[config.mk]
export PLATFORM = sky130hd
export DESIGN_NAME = parallel_axis_vip_flat
export DESIGN_NICKNAME = d
export VERILOG_FILES = /design/src/rtl/parallel_axis_vip_if.sv /design/src/rtl/parallel_axis_vip.sv /design/src/flat_wrapper.sv
export SDC_FILE = /design/constraint.sdc
export NUM_CORES = 1
export LEC_CHECK = 0
export ABC_AREA = 1
export ABC_CLOCK_PERIOD_IN_PS = 1350
export CAP_MARGIN = 20
export CORE_ASPECT_RATIO = 0.8
export CORE_MARGIN = 5
export CORE_UTILIZATION = 19
export CTS_CLUSTER_SIZE = 28
export DETAILED_ROUTE_END_ITERATION = 7
export GPL_TIMING_DRIVEN = 0
export PLACE_DENSITY = 0.78
export SLEW_MARGIN = 20
export SYNTH_ARGS = -nofsm -noshare
export SYNTH_HDL_FRONTEND = slang
export SYNTH_HIERARCHICAL = 1
export SYNTH_SLANG_ARGS = --single-unit
[constraint.sdc]
create_clock -name clk -period 1.35 [get_ports clk]
set_input_delay 0.135 -clock clk [delete_from_list [all_inputs] [get_ports clk]]
set_output_delay 0.135 -clock clk [all_outputs]
set_load 0.01 [all_outputs]
[src/rtl/parallel_axis_vip_if.sv]
// alpaca_data_pkt_axis: multi-sample complex AXI-Stream packet interface.
// Each beat carries SAMP_PER_CLK complex samples, with re in the low half of each sample.
interface alpaca_data_pkt_axis #(
    parameter int SAMP_W       = 16,
    parameter int SAMP_PER_CLK = 2,
    parameter int TUSER_W      = 1
);
    typedef struct packed {
        logic [SAMP_W-1:0] im;
        logic [SAMP_W-1:0] re;
    } cx_t;

    typedef cx_t [SAMP_PER_CLK-1:0] data_pkt_t;

    data_pkt_t          tdata;
    logic               tvalid;
    logic               tready;
    logic               tlast;
    logic [TUSER_W-1:0] tuser;

    modport MST (output tdata, output tvalid, output tlast, output tuser, input tready);
    modport SLV (input tdata, input tvalid, input tlast, input tuser, output tready);
endinterface

[src/rtl/parallel_axis_vip.sv]
// parallel_axis_vip: captures DEPTH beats of a multi-sample AXI-Stream into ram[],
// in arrival order, then raises a sticky full flag and stops accepting.
module parallel_axis_vip_chk #(
    parameter int WORD_W = 64
) (
    input logic              clk,
    input logic              rst,
    input logic              accept,
    input logic [WORD_W-1:0] tdata
);
    // An accepted beat must carry fully defined data
    a_tdata_known: assert property (@(posedge clk) disable iff (rst) accept |-> !$isunknown(tdata))
        else $error("parallel_axis_vip: X/Z on tdata during an accepted beat");
endmodule

module parallel_axis_vip #(
    parameter int DEPTH        = 64,
    parameter int SAMP_W       = 16,
    parameter int SAMP_PER_CLK = 2
) (
    input  logic                     clk,
    input  logic                     rst,
    alpaca_data_pkt_axis.SLV         s_axis,
    output logic                     full
);
    localparam int WORD_W = SAMP_PER_CLK * 2 * SAMP_W;
    localparam int AW     = (DEPTH > 1) ? $clog2(DEPTH) : 1;
    localparam int PTR_W  = AW + 1;

    logic [WORD_W-1:0] ram [0:DEPTH-1];
    logic [PTR_W-1:0]  wr_ptr;
    logic              full_r;
    logic              tready_s;
    logic              accept_s;
    logic [WORD_W-1:0] tdata_s;
    logic              unused_s;

    // Reset blocks acceptance so a beat presented during rst is never written
    assign tready_s      = ~full_r & ~rst;
    assign s_axis.tready = tready_s;
    assign accept_s      = s_axis.tvalid & tready_s;
    assign tdata_s       = s_axis.tdata;
    assign full          = full_r;
    assign unused_s      = ^{s_axis.tlast, s_axis.tuser};

    // Write pointer and sticky full flag; pointer stops at DEPTH and never wraps
    always_ff @(posedge clk) begin
        if (rst) begin
            wr_ptr <= '0;
            full_r <= 1'b0;
        end else if (accept_s) begin
            wr_ptr <= wr_ptr + PTR_W'(1);
            if (wr_ptr == PTR_W'(DEPTH - 1)) begin
                full_r <= 1'b1;
            end else begin
                full_r <= full_r;
            end
        end else begin
            wr_ptr <= wr_ptr;
            full_r <= full_r;
        end
    end

    // Capture RAM; deliberately not reset so earlier captures survive rst
    always_ff @(posedge clk) begin
        if (accept_s) begin
            ram[wr_ptr[AW-1:0]] <= tdata_s;
        end
    end

    parallel_axis_vip_chk #(.WORD_W(WORD_W)) u_chk (
        .clk    (clk),
        .rst    (rst),
        .accept (accept_s),
        .tdata  (tdata_s)
    );
endmodule

[src/flat_wrapper.sv]
// flat-port wrapper written by rule: the top's interface ports become plain ports
module parallel_axis_vip_flat 
#(
    parameter int DEPTH        = 64,
    parameter int SAMP_W       = 16,
    parameter int SAMP_PER_CLK = 2
)
  (clk, rst, full, s_axis_tdata, s_axis_tvalid, s_axis_tlast, s_axis_tuser, s_axis_tready);
  alpaca_data_pkt_axis #(.SAMP_W(SAMP_W), .SAMP_PER_CLK(SAMP_PER_CLK), .TUSER_W(1)) s_axis_i ();
  input  logic clk;
  input  logic rst;
  output logic full;
  input wire logic [$bits(s_axis_i.tdata)-1:0] s_axis_tdata;
  input wire logic [$bits(s_axis_i.tvalid)-1:0] s_axis_tvalid;
  input wire logic [$bits(s_axis_i.tlast)-1:0] s_axis_tlast;
  input wire logic [$bits(s_axis_i.tuser)-1:0] s_axis_tuser;
  output wire logic [$bits(s_axis_i.tready)-1:0] s_axis_tready;
  assign s_axis_i.tdata = s_axis_tdata;
  assign s_axis_i.tvalid = s_axis_tvalid;
  assign s_axis_i.tlast = s_axis_tlast;
  assign s_axis_i.tuser = s_axis_tuser;
  assign s_axis_tready = s_axis_i.tready;
  parallel_axis_vip #(.DEPTH(DEPTH), .SAMP_W(SAMP_W), .SAMP_PER_CLK(SAMP_PER_CLK)) u_core (.clk(clk), .rst(rst), .s_axis(s_axis_i), .full(full));
endmodule
==> run_1/density.png <==
12 x 10 tiles, from black (low) to pale yellow (high), 0 to 100% covered.
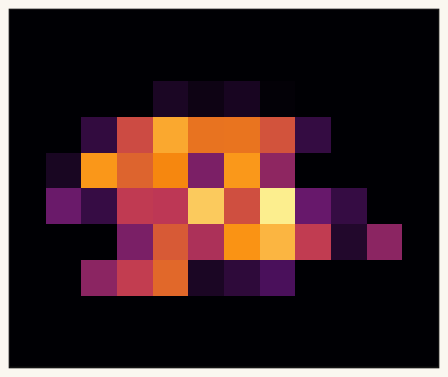
67% of the tiles are nearly empty. The emptiest ninth of the die: upper right. 5.8% of the tiles are over 75% full. The densest ninth of the die: center.

==> run_1/port_nets.png <==
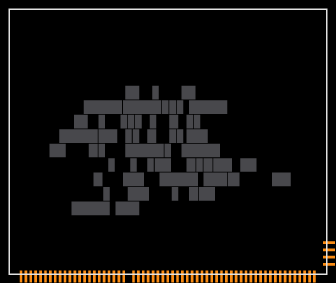
Key: orange = s_axis_tdata [bits 64, direction input, edge 60 bottom, 4 right, end cells 0, buffers 0]

==> run_1/metal_stack.png <==
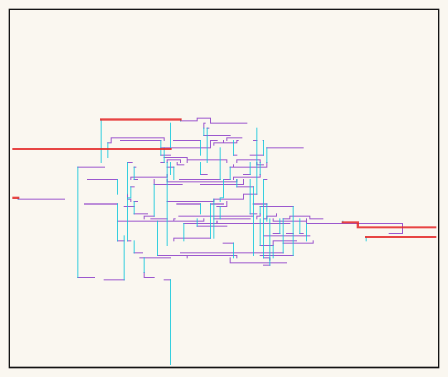
Key: cyan = met2 [wire length 217 um]; red = met3 [wire length 56.7 um]; purple = met1 [wire length 346 um]

==> results.txt, run 1 <==
flow finished, numbers: die extent in x=between 50 and 60 um, met1 wire length=346 um, register bit total from synthesis=8, Area after DPL=roughly 440 sq um, Log Warnings=92, DIE AREA=0.00295 sq mm, # rows=14, Max Cap Viol=0, Netlist Area Pre-Place=372 sq um, worst path cell trace=nor2_4, dlygate4sd2_1, Slew Viols, Final=0, die height=49.6 um, aggregate global-route resource usage=under 10%, logic gate share of total power=~7%, vias per cell=3.71, final WL=619 um, Detail Route met2 WL=between 200 and 250 um, PwrDens=between 900 and 1000 mW/mm^2, Hold Path Origin=rst, Buf/Inv on CP=1, htree depth=1, Max stage delay on crit path=approximately 0.33 ns, Worst R2R Path Depth=6, GP Congestion=roughly 0.67, sequential power share=a little over half, crit start category=flip-flop, CTS buffer count=3, met3 routed WL=approximately 56 um, CP top delay family=flip-flops, Util after Layout=approximately a quarter, fraction of layout cells with a size suffix above 1=between 10% and 20%, FP Core Util=between 15 and 20%, crit path max fanout=4, Avg Inst Size Synth=between 7 and 8 sq um, top layer in use=met3, placed insts=about 75, post-route non-filler standard cell count=around 78, Clk. pwr=0.000175 W, Reg clk slew, reported paths=approximately 0.050 ns, unique cell type count in the Yosys netlist=12, total chip power=between 0.0004 and 0.0005 W, seq pwr=approximately 0.00025 W, sequential fraction of the synthesis area=between 40% and 50%, Initial DRC Count=0, RSZ-0062 raised after global routing=no, Routed Antenna Nets=0, placed wire-length estimate=a little under 500 um, Logic power comb=around 0.000032 W, vias in the first global route=264, Max-slew headroom=between 80% and 90%, GR met2 Demand/Resource=between 5 and 6%, Slew @ Worst Pin=~0.26 ns, io pins=just over 70, post-CTS resize count=2, hold path endpoint=u_core/wr_ptr[6], CTS Root Cell=clkbuf_4, critical path required time=~1.2 ns, clk latency late pin=about 0.24 ns, Chip Area, Yosys=372 sq um, # Cells Yosys=around 47, Worst path slowest cell=dfxtp_1, Final setup violation count=0, pin count of the biggest net entering global routing=7, Lkg Pwr=around 0.20 nW, switching pwr=a little under 0.0001 W, Setup CP Type=reg -> out, initial antenna violation count=0, I/O Buffers=4, Top-area cell share=between 40% and 50%, Post-Synthesis Cells=47, clock buffer depth=2, DR pass1 iterations=1, Synthesis Warnings=6, met1 Use GR=between 6 and 7%, area delta synth->final=24.9%, Peak VDD IR=~430 uV, global route hottest layer=met1, CTS Sinks=8, via count=roughly 290, r2r startpoint=u_core/wr_ptr[0], Remaining DRCs=0, Int Power=approximately 0.00036 W, Design Area, Final=around 460 sq um, reg-to-reg endpoint=u_core/wr_ptr[6], Max power group=sequential cells, most frequent logic cell in the layout=nand2_1, TritonCTS clock tree=built, Setup Buffers After CTS=0, skew final=0.000399 ns, main area contributors=dfxtp_1, nand2_1, nor2_4, nor2_1, inv_1, Peak Freq=between 800 and 900 MHz, Final Hold Viols=0, Worst setup EP type=output port, GR Util met3=under 10%, Hold WC Path Type=in -> reg, Worst Hold Depth=2, area of the core=around 0.0019 sq mm, antenna cell count=0, dominant cell type by area after synthesis=dfxtp_1, cts hold-fix bufs=0, Final nets=126, clock network fraction of total power=approximately two fifths, grt ovf=0, Final Cycle Share=between 80% and 90%, fraction of power spent switching nets=a little over a fifth, CP arrival=1.04 ns, Top cells excl fill/tap=nand2_1, dfxtp_1, nor2_1, WL/cell=roughly 7.9 um, status=finished, final reports clean, r2r setup slk=0.27 ns, crit path time final=1.17 ns, Mapped Nets=~120, first-pass GRT wire length=between 1000 and 1500 um
[run 1: worst register-to-register path, stage by stage, from the launching register on]
cell and delay (ns):
dfxtp_1 0.36, ha_1 0.17, nand3_2 0.12, nor2_4 0.14, nand2_1 0.06, nand2_1 0.05
a21oi_1 0.05
[run 1: stage by stage]
stage          hold WS (ns)  setup WS, ns  setup TNS, ns
3_3_place_gp          0.449        -0.198         -0.402
2_1_floorplan         0.204         0.293              0
6_report              0.353         0.179              0
3_5_place_dp          0.458        -0.215         -0.559
4_1_cts               0.351       0.00456              0
5_1_grt               0.358         0.115              0
[run 1: state kept, by name, summed over array words and instances (netlist names)]
register,cells
u_core/full,1
u_core/wr_ptr,7
[run 1: kinds of logic after synthesis]
| family | count (synthesis) | synth area share, % |
|---|---|---|
| compound gates | 3 | 4.04 |
| xor+xnor | 2 | 4.71 |
| fa+ha+maj | 1 | 3.37 |
| buf+inv | 6 | 6.06 |
| flops | 8 | 43.1 |
| simple gates | 27 | 38.7 |
[run 1: Yosys cell counts]
cell     count
inv_1        6
nand3_2      2
dfxtp_1      8
nand2_1     10
xor2_1       2
ha_1         1
nand2_2      1
nor2_4       3
nand3_1      4
o21ai_1      1
nor2_1       7
a21oi_1      2
[run 1: how the worst max path moves through the flow]
stage / startpoint / endpoint / cells past startpoint
after floorplan: u_core/full / u_core/wr_ptr[5] / 6
after global placement: rst / s_axis_tready / 3
after detailed placement: rst / s_axis_tready / 3
after CTS: u_core/full / full / 1
after global routing: u_core/full / s_axis_tready / 2
final: u_core/full / s_axis_tready / 2
[run 1: layout make-up]
cell class / instances / area, sq um
clock buffers: 3 / 22.5
fillers: 218 / 1410
inverters: 6 / 22.5
multi-input cells: 33 / 189
flip-flops and latches: 8 / 160
well taps: 24 / 30.0
repair buffers: 4 / 40.0
==> run_1/gate_families.png <==
Bar = 20 um.
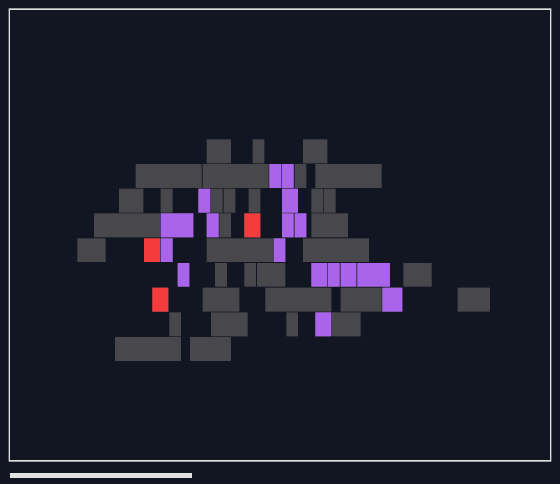

==> run 1 -> run 2 <==
--- a/config.mk
+++ b/config.mk
@@ -5,16 +5,16 @@
 export SDC_FILE = /design/constraint.sdc
 export NUM_CORES = 1
 export LEC_CHECK = 0
-export ABC_AREA = 1
 export ABC_CLOCK_PERIOD_IN_PS = 1350
 export CAP_MARGIN = 20
 export CORE_ASPECT_RATIO = 0.8
 export CORE_MARGIN = 5
-export CORE_UTILIZATION = 19
+export CORE_UTILIZATION = 18
 export CTS_CLUSTER_SIZE = 28
 export DETAILED_ROUTE_END_ITERATION = 7
 export GPL_TIMING_DRIVEN = 0
 export PLACE_DENSITY = 0.78
+export SETUP_SLACK_MARGIN = 0.02
 export SLEW_MARGIN = 20
 export SYNTH_ARGS = -nofsm -noshare
 export SYNTH_HDL_FRONTEND = slang
==> run_2/gate_families.png <==
Bar = 20 um.
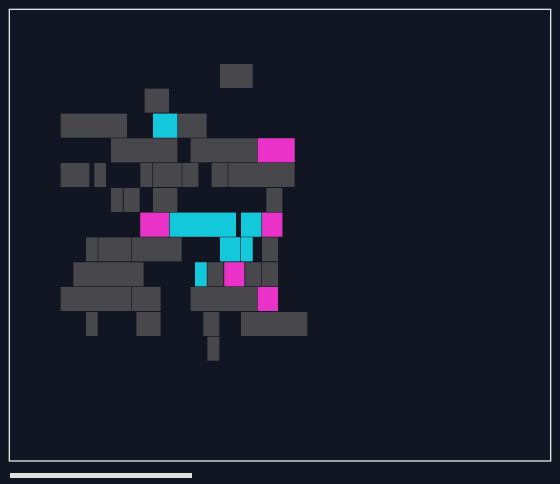
Key: magenta = AND and OR gates [cells 5, where center]; cyan = NAND gates [cells 6]

==> run 2 against run 1 <==
Effect of this change:
- wire length increased by 2.1%
- combinational power is essentially flat
- worst hold slack got worse by 0.12 ns
- flip-flop count unchanged
- non-clock buffer count stayed put
- global-route usage hardly changed
- first-iteration DRC count is the same
- critical path depth rose by 2
- die size decreased by 0.69%
- register-to-register slack lost 0.19 ns
- clock power is 3% higher
==> results.txt, run 2 <==
flow finished, numbers: first-pass GRT wire length=1040 um, via count=266, initial antenna violation count=0, TritonCTS clock tree=built, Hold Path Origin=rst, pin count of the biggest net entering global routing=10, WL/cell=a little over 9 um, PwrDens=around 1100 mW/mm^2, TNS Setup=0 ns, I/O Buffers=3, Util after Layout=about a quarter, Setup CP Type=reg -> reg, Area after DPL=just over 400 sq um, Detail Route met2 WL=around 270 um, Post-synth EDFFs=0, worst hold slack=0.228 ns, Hold WC Path Type=in -> reg, Max-slew headroom=between 70 and 80%, crit path time final=about 1.3 ns, vias in the first global route=roughly 250, placed insts=approximately 65, Netlist Area Pre-Place=349 sq um, clk latency late pin=0.25 ns, main area contributors=dfxtp_1, a21oi_1, or3_1, nand3b_4, o21ai_0, Biggest register=u_core/wr_ptr, r2r startpoint=u_core/wr_ptr[0], Setup WS post-layout=0.0845 ns, DIE AREA=between 0.002 and 0.003 sq mm, Final setup violation count=0, register bit total from synthesis=8, Design Area, Final=roughly 440 sq um, Worst Hold Depth=2, Routed Antenna Nets=0, CTS buffer count=3, dominant cell type by area after synthesis=dfxtp_1, htree depth=1, # Cells Yosys=38, DR pass1 iterations=1, final WL=roughly 630 um, sequential fraction of the synthesis area=between 40% and 50%, aggregate global-route resource usage=4.74%, total chip power=0.000464 W, skew final=about 0.00042 ns, Lkg Pwr=0.163 nW, met3 routed WL=25 um, clock buffer depth=2, Max Cap Viol=0, top layer in use=met3, Synthesis Warnings=6, Final Hold Viols=0, critical path startpoint=u_core/wr_ptr[0], most frequent logic cell in the layout=dfxtp_1, max reg flops=7, # fillers=221, Worst setup EP type=flip-flop, post-route non-filler standard cell count=approximately 68, Slew Viols, Final=0, antenna cell count=0, Post-synth ARST share=0%, crit path max fanout=4, hold path endpoint=u_core/wr_ptr[1], Chip Area, Yosys=349 sq um, io pins=71, status=finished, final reports clean, Worst R2R Path Depth=4, Initial DRC Count=0, Top cells excl fill/tap=dfxtp_1, a21oi_1, nor2_1, o21ai_0, met1 wire length=about 340 um, pre-CTS setup slack=-0.127 ns, Commonest cells post-synth=dfxtp_1, a21oi_1, nor2_1, o21ai_0, or3_1, die height=just under 50 um, crit start category=flip-flop, Reg clk slew, reported paths=around 0.050 ns, Slew @ Worst Pin=about 0.36 ns, Top-area cell share=45.9%, grt ovf=0, Remaining DRCs=0, Commonest flop=dfxtp_1, RSZ-0062 raised after global routing=no, critical path required time=approximately 1.5 ns, Setup Buffers After CTS=0, Peak VDD IR=447 uV, area delta synth->final=25.8%, area of the core=between 0.0015 and 0.002 sq mm, CTS Sinks=8, Yosys top cell by instances=dfxtp_1, Final Cycle Share=a little over nine tenths, # rows=14, FP Core Util=a little under a fifth, die extent in x=59.2 um, Peak Freq=roughly 800 MHz, Avg Inst Size Synth=approximately 9.2 sq um, CTS Root Cell=clkbuf_4, reg-to-reg endpoint=u_core/full, Final nets=116, r2r setup slk=0.08 ns, Post-Synthesis Cells=38, Mapped Nets=108, fraction of layout cells with a size suffix above 1=20.5%, CP arrival=1.44 ns, GP Congestion=~0.7, vias per cell=3.91, unique cell type count in the Yosys netlist=16, Log Warnings=92
==> run_2/port_nets.png <==
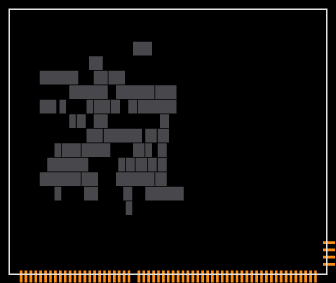
Key: orange = s_axis_tdata [bits 64, direction input, edge 60 bottom, 4 right, end cells 0, buffers 0]

## run 2: cell type report
| type | instances | area (sq um) | area share [%] |
|---|---|---|---|
| flip-flops and latches | 8 | 163 | 37.0 |
| repair buffers | 3 | 27.5 | 6.27 |
| plain buffers | 1 | 3.75 | 0.855 |
| multi-input cells | 28 | 189 | 43.0 |
| well taps | 24 | 30.0 | 6.84 |
| inverters | 1 | 3.75 | 0.855 |
| clock buffers | 3 | 22.5 | 5.13 |
## run 2: where the power goes
group / total (W) / internal (W) / switching, W
Clock: 0.000180 / 0.000102 / 0.0000783
Sequential: 0.000252 / 0.000244 / 0.00000782
Combinational: 0.0000321 / 0.0000161 / 0.0000160
## run 2: metal layers
layer  vias to the layer above  track usage [%]
met5                         -                0
met4                         0             3.40
met3                         0             1.85
met2                         2             5.82
met1                       114             6.47
li1                        150                -
## run 2: critical path, cell delays in order (launching register included)
cell and delay (ns):
dfxtp_2 0.36, ha_2 0.21, nand4_1 0.12, or3_4 0.35
a21oi_1 0.15
## run 2: logic make-up after synthesis
kind of cell,synth area share (%)
AND/OR/NAND/NOR,27.6
AND-OR/OR-AND,12.9
buffers and inverters,2.15
XOR/XNOR,5.02
multiplexers,2.87
adder cells (fa/ha/maj),3.58
flip-flops,45.9
## run 2: how the worst max path moves through the flow
stage / end / slack [ns] / cells past startpoint
global route: u_core/full / 0.03 / 4
CTS: u_core/full / 0.03 / 4
finish: u_core/full / 0.08 / 4
floorplan: u_core/full / 0.19 / 4
detailed placement: u_core/full / -0.13 / 4
global placement: u_core/full / -0.06 / 4
## run 2: timing repair
action / in CTS / in global routing
gates resized: 4 / 2
hold buffers: 0 / 0
setup endpoints to repair: 3 / 2
Power and IR drop assume default switching activity.
